Wires at chosen ports, followed through buffers:
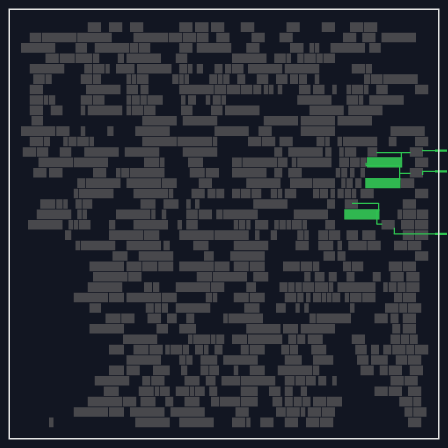
Cell outlines without signal wires:
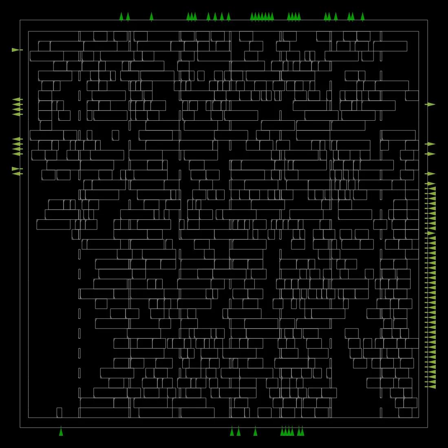
Met2 routing:
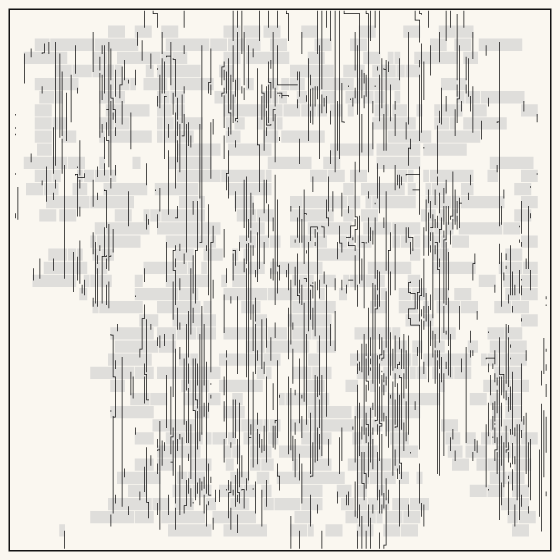
The metal 3 layer:
Bar = 20 um.
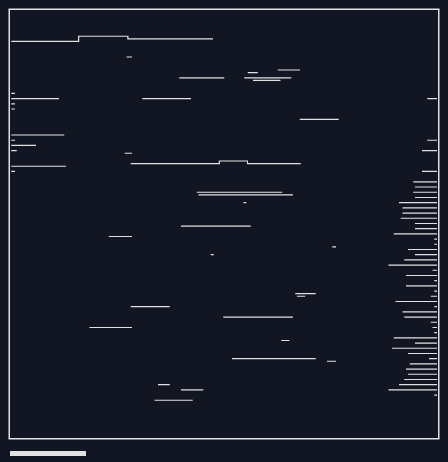
Design axi4_stream_target_type_2, sky130hd; sources not shown.
==> impl_metrics.tcl <==
# place-and-route summary
set metrics [dict create \
    run_status "finished with violations" \
    violations "max-capacitance violations, max-slew violations" \
    edf_count 0 \
    adder_share 0.0215 \
    n_all_buffers 107 \
    tool_warnings 30 \
    cpMostUsedCell "buf_4" \
    syn_inst 445 \
    nWellTaps 143 \
    finalMaxSlewViolations 90 \
    crit_path_end_kind "flip-flop" \
    ys_area_um2 4660 \
    peakVddDrop_mv 0.258 \
    p_sw_w 0.000397 \
    power_leader "sequential cells" \
    num-clock-buffers 12 \
    grt_usage 0.192 \
    crit_type "in2reg" \
    internal-power_w 0.00119 \
    grtUsageMet1 0.263 \
    place_congestion 0.913 \
    synthArstFlopShare 1.00 \
    grt_pass1_vias 3778 \
    antenna_found_initial 0 \
    chipHeight_um 112 \
    most-common-layout-cells "87 x dfrtp_1, 49 x clkdlybuf4s50_1, 43 x dlygate4sd3_1" \
    compound_area_frac 0.0819 \
    synthTopCellsByArea "dfrtp_1 47%, mux2_1 8.7%, xnor2_1 5.1%, nor2_1 3.0%, nand3_1 2.4%" \
    mi_logic_area_um2 2430 \
    clock-sinks 87 \
    ff_type "dfrtp_1" \
    swShare 0.250 \
    regArea_um2 2180 \
    diodes 0 \
    yosysTopAreaCell "dfrtp_1" \
    clockRootBuffer "clkbuf_16" \
    cap_violations 2 \
    ys_sh_simple 0.217 \
    hold_violations 0 \
    clock_path_buffers 2 \
    ant_nets 0 \
    cts_resized 13 \
    powerSeq_w 0.000763 \
    grt_max_degree 49 \
    clkLatencyLatePin_ns 0.34 \
    start_kind "input port" \
    fill_cells 1024 \
    drtIter0Drc 119 \
    pwr-share-comb 0.126 \
    logic_gates 333 \
    whs_ns 0.457 \
    path_depth 16 \
    yosys.area.top_type_share 0.467 \
    die_area_um2 12500 \
    cts_tree "yes" \
    min_path_cells 1 \
    cpMaxStageDelayCell "or4_1" \
    ys_ff 87 \
    pwr-share-clk 0.395 \
    fp_util 0.410 \
    top_cell "dfrtp_1" \
    setup_slack_ns 0.248 \
    htree_levels 3 \
    fin_crit_sh 0.950 \
    fin_skew_ns 0.0110 \
    min_period_ns 4.75 \
    dpl.hpwl_mm 8.46 \
    critPathRequiredTime_ns 5.22 \
    p_leak_nw 2.74 \
    yosys-stat-cells 445 \
    grt_busiest_layer "met2" \
    cp_num_buf_inv 6 \
    yosys-top-cells-count "87 x dfrtp_1, 37 x nor2_1, 36 x mux2_1" \
    crit_arrival_ns 4.97 \
    overflow 0 \
    hold_class "reg2reg" \
    synth.avg_cell_area_um2 10.5 \
    inv_count 14 \
    buffer_area_frac 0.167 \
    grt_pass1_wl_mm 19.2 \
    crit_family "simple AND/OR/NAND/NOR gates" \
    largest_reg_flops 32 \
    xor_share 0.0733 \
    cts_inserted_buffers 9 \
    mux_share 0.118 \
    clk_share 0.0450 \
    clk-power_w 0.000627 \
    drc 0 \
    fmax_mhz 210 \
    yosysWarnings 0 \
    top_area_cell_class "logic gates" \
    tightest_slew_ns 2.51 \
    area_growth_pct 31.8 \
    first_pass_iters 4 \
    fp.dieW_um 112 \
    via_per_inst 5.40 \
    worst_path_largest_cell_delay_ns 0.53 \
    fp_nets 505 \
    critical_path.cell_chain "clkdlybuf4s50_1 -> buf_8 -> clkbuf_8 -> clkinvlp_4 -> ha_1 -> nor3b_1 -> or4_1 -> buf_4 -> buf_4 -> or3_1 -> o21ai_0 -> a221oi_1 -> nor3_4 -> nand2_2 -> nor2_1 -> mux2_1" \
    r2r_cells 11 \
    route.detailed.wl_per_inst_um 16.4 \
    seq_area_frac_synth 0.467 \
]
-- 'wires at chosen ports, followed through buffers' (at the start) --
Green shows `error_code_o`, direction output, edge east, end cells 3, buffers 3, wire 61.4 um.
top-level I/O count: 94
I/O Buffers: 93

-- 'cell outlines without signal wires' (at the start) --
Core Util, Final: 0.540
Final Non-Filler Cells: 700
FFs & Latches: 87
flop share of the area: 0.355
core region area: 11,400 um^2

-- 'met2 routing' (at the start) --
550 nets have wire on it. The wires run mostly vertical.
final WL: 11.5 mm
Via Count: 3,778
met2 Usage GRT: 0.304

-- 'the metal 3 layer' (at the start) --
The wires run mostly horizontal. The layer holds 5.6% of the routed length. The layer carries 640 um of wire.
met3 track demand over resource: 0.0446

-- stage by stage --
| stage | area (um^2) | instances | setup TNS [ns] | total power [W] |
|---|---|---|---|---|
| detailed placement | 5790 | 682 | -34.87 | 0.000986 |
| CTS | 6120 | 699 | 0 | 0.00162 |
| global route | 6140 | 700 | 0 | 0.00167 |
| floorplan | 4660 | 445 | 0 | 0.000852 |
| finish | 6140 | 700 | 0 | 0.00159 |
| global placement | 5770 | 681 | -31.86 | 0.000982 |
-- routing by layer --
metal / part of all wire / routed length, um / vias to the layer above
li1: - / - / 1825
met1: 0.47 / 5410 / 1837
met2: 0.46 / 5250 / 102
met3: 0.056 / 640 / 14
met4: 0.017 / 198 / 0
met5: 0 / 0 / -
No activity file was given, so power comes from the tool's default toggle rates.
